## config.mk

```make
export PLATFORM = sky130hd
export DESIGN_NAME = instr_queue
export DESIGN_NICKNAME = d
export VERILOG_FILES = /design/src/rtl/instr_queue.sv
export SDC_FILE = /design/constraint.sdc
export NUM_CORES = 2
export LEC_CHECK = 0
export ABC_CLOCK_PERIOD_IN_PS = 21900
export CAP_MARGIN = 5
export CORE_MARGIN = 3
export CORE_UTILIZATION = 35
export CTS_CLUSTER_SIZE = 12
export DETAILED_ROUTE_END_ITERATION = 8
export GPL_TIMING_DRIVEN = 0
export PLACE_DENSITY = 0.56
export RECOVER_POWER = 100
export SYNTH_ARGS = -nofsm -noshare
export SYNTH_HDL_FRONTEND = slang
export SYNTH_SLANG_ARGS = --single-unit
```

## constraint.sdc

```tcl
create_clock -name clk -period 21.9 [get_ports clk]
set_input_delay 3.285 -clock clk [delete_from_list [all_inputs] [get_ports clk]]
set_output_delay 3.285 -clock clk [all_outputs]
set_load 0.005 [all_outputs]
```

## src/rtl/instr_queue.sv

```systemverilog
// 16-entry circular instruction queue: accepts 4-wide fetch groups, presents the two oldest entries to decode.
// Optional full-stall performance counter enabled by defining IQ_PERF_EN.
module instr_queue (
    input  logic              clk,
    input  logic              reset,
    input  logic [3:0][31:0]  PC,
    input  logic [3:0][31:0]  instr,
    input  logic              flush,
    input  logic [1:0]        issue_num,
    output logic              queue_full,
    output logic [1:0]        out_valid,
    output logic [1:0][31:0]  out_PC,
    output logic [1:0][31:0]  out_instr,
    output logic [31:0]       full_stall_cnt
);

    logic [31:0] pc_mem_q    [16];
    logic [31:0] instr_mem_q [16];

    logic [3:0] head_q, head_d;
    logic [3:0] tail_q, tail_d;
    logic [4:0] count_q, count_d;

    logic       group_offered;
    logic       wr_en;
    logic [4:0] issue_req;
    logic [4:0] issued;

    assign group_offered = (PC[0] != 32'h0);

    always_comb begin
        queue_full = (count_q > 5'd12);
        wr_en      = group_offered && !queue_full && !flush;
        issue_req  = (issue_num == 2'd3) ? 5'd2 : {3'b000, issue_num};
        // Decode may ask for more than is held; never consume past the last entry.
        issued     = (issue_req < count_q) ? issue_req : count_q;

        head_d  = head_q;
        tail_d  = tail_q;
        count_d = count_q;
        if (flush) begin
            head_d  = 4'd0;
            tail_d  = 4'd0;
            count_d = 5'd0;
        end else begin
            head_d  = head_q + issued[3:0];
            tail_d  = wr_en ? tail_q + 4'd4 : tail_q;
            count_d = count_q + (wr_en ? 5'd4 : 5'd0) - issued;
        end
    end

    always_ff @(posedge clk) begin
        if (reset) begin
            head_q  <= 4'd0;
            tail_q  <= 4'd0;
            count_q <= 5'd0;
        end else begin
            head_q  <= head_d;
            tail_q  <= tail_d;
            count_q <= count_d;
        end
    end

    // Storage is deliberately not reset; validity is tracked solely by count_q.
    always_ff @(posedge clk) begin
        if (!reset && wr_en) begin
            for (int i = 0; i < 4; i++) begin
                pc_mem_q[tail_q + 4'(i)]    <= PC[i];
                instr_mem_q[tail_q + 4'(i)] <= instr[i];
            end
        end
    end

    generate
        for (genvar gi = 0; gi < 2; gi++) begin : g_out
            always_comb begin
                out_valid[gi] = !reset && (count_q > 5'(gi));
                out_PC[gi]    = out_valid[gi] ? pc_mem_q[head_q + 4'(gi)]    : 32'h0;
                out_instr[gi] = out_valid[gi] ? instr_mem_q[head_q + 4'(gi)] : 32'h0;
            end
        end
    endgenerate

`ifdef IQ_PERF_EN
    logic [31:0] stall_cnt_q, stall_cnt_d;

    always_comb begin
        stall_cnt_d = stall_cnt_q + ((queue_full && group_offered) ? 32'd1 : 32'd0);
    end

    always_ff @(posedge clk) begin
        if (reset) begin
            stall_cnt_q <= 32'd0;
        end else begin
            stall_cnt_q <= stall_cnt_d;
        end
    end

    assign full_stall_cnt = stall_cnt_q;
`else
    assign full_stall_cnt = 32'd0;
`endif

endmodule

```

Fig. 1: the clock network
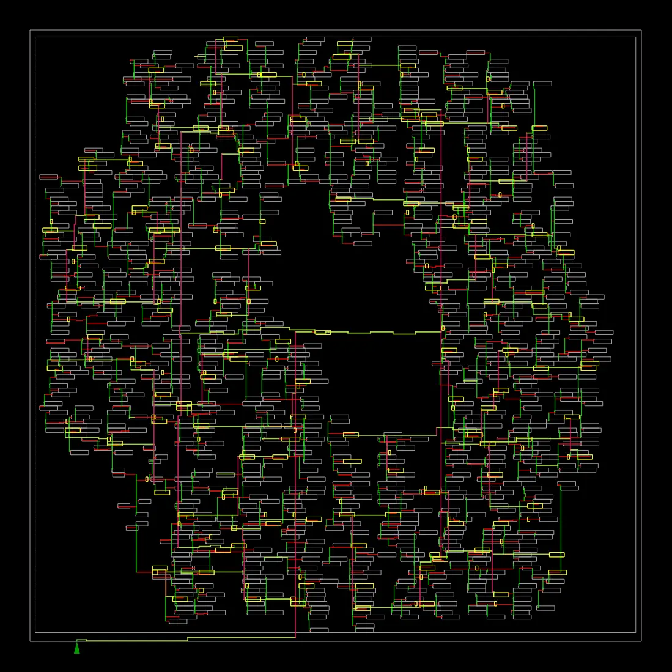
clk_buf instances: 137
clk sinks: 1035
clock skew: 0.03792 ns
Flops: 1035

Fig. 2: signal wires on met2
Scale: 1 px per um.
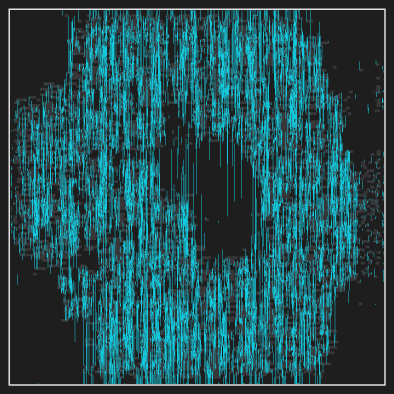
wire length on this layer	77.3 mm
share of all routed wire	48%
main direction	vertical
longest straight run	119 um
vias: 27910
Detailed Route WL: 159400 um
met2 usage: 36.58%

==> CHANGELOG.md <==
### Implementation results

* Comb pwr at roughly 1.6 mW
* Mux area share at 27.09%
* Synthesis area per yosys at roughly 47000 um2
* Critical-path cell list: dlygate4sd3_1 > nor4_1 > and4_1 > a21oi_1 > and3_1 > clkbuf_1 > clkbuf_1 > clkbuf_1
* Vias in the first global route at 29310
* Core box area at between 100000 and 150000 um2
* Global route hottest layer: met2
* Top Layout Cells: edfxtp_1, mux4_2, dlygate4sd3_1
* Peak supply drop at roughly 0.075 mV
* GR Util met3 at around 6.1%
* Worst path max stage delay at 2.70 ns
* Largest cells by area: edfxtp_1, mux4_2, mux2i_1
* Average size of a mapped cell at between 20 and 25 um2
* Largest net degree at the start of global routing at around 67
* Critical Path Start: PC[31]
* Die ar. at 140000 um2
* Worst slew margin at -168.6%
* Setup ws final at 7.952 ns
* Reg2reg setup slack at between 10 and 15 ns
* Vias/cell at between 5 and 6
* Status: finished with violations
* P_leak at roughly 18 nW
* Met1 WL at just over 60000 um
* Data required, critical path at 22.14 ns
* PostCTS Resize Cnt at 0
* Share of layout cells above drive strength 1 at between 20% and 30%
* # rows at 134
* Critical Path Start Type: input pin
* Min-Delay Startpoint: tail_q[3]
* First-pass GRT wire length at 222600 um
* Buf/Inv on CP at 4
* Synth Register Bits at about 1000
* Post-Syn Instances at 2248
* Synth Seq Share at 65.27%
* PortBufs at 391
* Post-CTS Setup Inserts at 0
* Top Registers: instr_mem_q (512), pc_mem_q (512), count_q (5)
* Setup TNS at 0 ns
* DP Worst Slack at approximately 12 ns
* Tool warnings at 31
* Seq group at 2.34 mW
* Tcrit/Tclk final at 63.69%
* Clock Latency Late Sink at roughly 0.74 ns
* Crit path capture type: register
* Depth of the CTS H-tree at 3
* P_sw at around 1.7 mW
* Drc violations at 0
* Yosys warning tally at 0
* Worst EP arrival at between 10 and 15 ns
* Hold Path Stages at 2
* Met1 GRT Util at approximately 29%
* Clk network pwr share at between 30% and 40%
* Hold Buf Count CTS at 0
* DPL Wire Length at about 110000 um
* Mapped Area at 47450 um2
* Count leader, synth: edfxtp_1
* CTS clk-pin slew, worst paths at ~0.06 ns
* Yosys cell types at 38
* Dominant flop cell: edfxtp_1
* Top comb family, area: multiplexers
* Fmax at 0.07170 GHz
* Worst hold path type: register to register
* Gpl congestion at between 0.8 and 0.9
* Yosys cell count at approximately 2200
* Largest area contributor in the netlist: edfxtp_1
* Antenna violations before repair at ~53
* Hold Path End: tail_q[3]
* Top sig layer: met5
* Reg2reg path depth at 9
* Violations in the final reports: capacitance limit, slew limit
* PD cells at 101.2 nW/um2
* Worst reg2reg path startpoint: count_q[4]
* DR WL met2 at around 77000 um
* Max_cap viols at 18
* CP Depth at 8
* Floorplan Utilization at between 30% and 40%
* CTS tree: yes
* Critical R2R Capture: instr_mem_q[3][7]
* Yosys adder share at less than 1%
* Top delay family on crit path: buffers and inverters
* Post-Synth AOI/OAI Area at 3.707%
* Commonest Layout Cell: edfxtp_1
* Die Ht at 374.2 um
* Fin. Hold Viols at 0
* Switching share of power at between 20% and 30%
* Post-synth EDFFs at around 1000
* Synth cell count leaders: edfxtp_1, mux4_2, mux2i_1, a22oi_1, buf_2
* Yosys xor share at less than 1%
* CTS Buf Count at between 100 and 150
* Combinational power share at ~27%
* GRT Total Usage at between 20% and 30%
* Power share of the sequential group at around 40%
* Die Width at between 300 and 400 um
* CP max stage cell: clkbuf_1
* Fin. max-slew vios at 1009
* Routed wire length per instance at between 30 and 40 um
* Antenna viol nets, final at 0
* Tmin final at 13.95 ns
* Async set or reset register ratio after synthesis at 0%
* Dominant cell area share at ~65%
* Area growth from synthesis to layout at 21.17%
* Routed met3 length at approximately 16000 um
* NumNets Final at 3085
* Worst-path maximum fanout at slightly below 60
* RSZ-0062 raised after global routing: false
* Clock Path Buffers at 3
* Root buf cell: clkbuf_16
* Leading power group: sequential cells
* GRT overflow at 0
* Pint at just over 4 mW
* Yosys simple share at less than 1%
* Least-Margin Pin Slew at between 4 and 5 ns
* CP dominant cell by count: clkbuf_1
Fig. 3: I/O nets highlighted
Scale: 1 px per um.
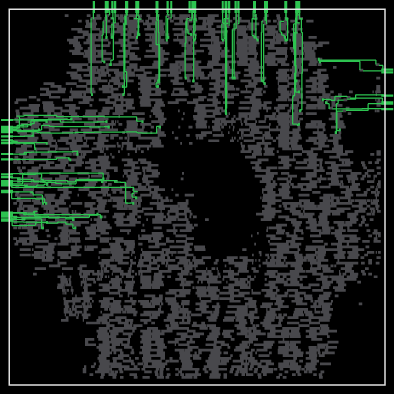
colour	port	bits	direction	end cells	wire
green	out_instr	64	output	64	4500 um

cell type report:
type,count,area (um2)
tap,1768,2212
inverter,14,52.55
buffer,213,1230
fill,11560,76460
timing repair buffer,410,3996
multi-input combinational,1018,15320
antenna,25,62.56
sequential,1035,30970
clock inverter,70,676.9
clock buffer,137,2982
metrics by stage:
| stage | instance area, um2 | util, % | hold slack [ns] | std cells | power [mW] |
|---|---|---|---|---|---|
| after floorplan | 47570 | - | 0.4677 | 2280 | 3.318 |
| after global placement | 53700 | 40.08 | 0.4762 | 4439 | 4.018 |
| after detailed placement | 54200 | 40.46 | 0.5070 | 4457 | 4.014 |
| after CTS | 57860 | 43.19 | 0.5165 | 4664 | 5.907 |
| after global routing | 57450 | 42.89 | 0.5310 | 4672 | 6.023 |
| final | 57500 | 42.92 | 0.5138 | 4690 | 5.816 |
Power and IR drop assume default switching activity.
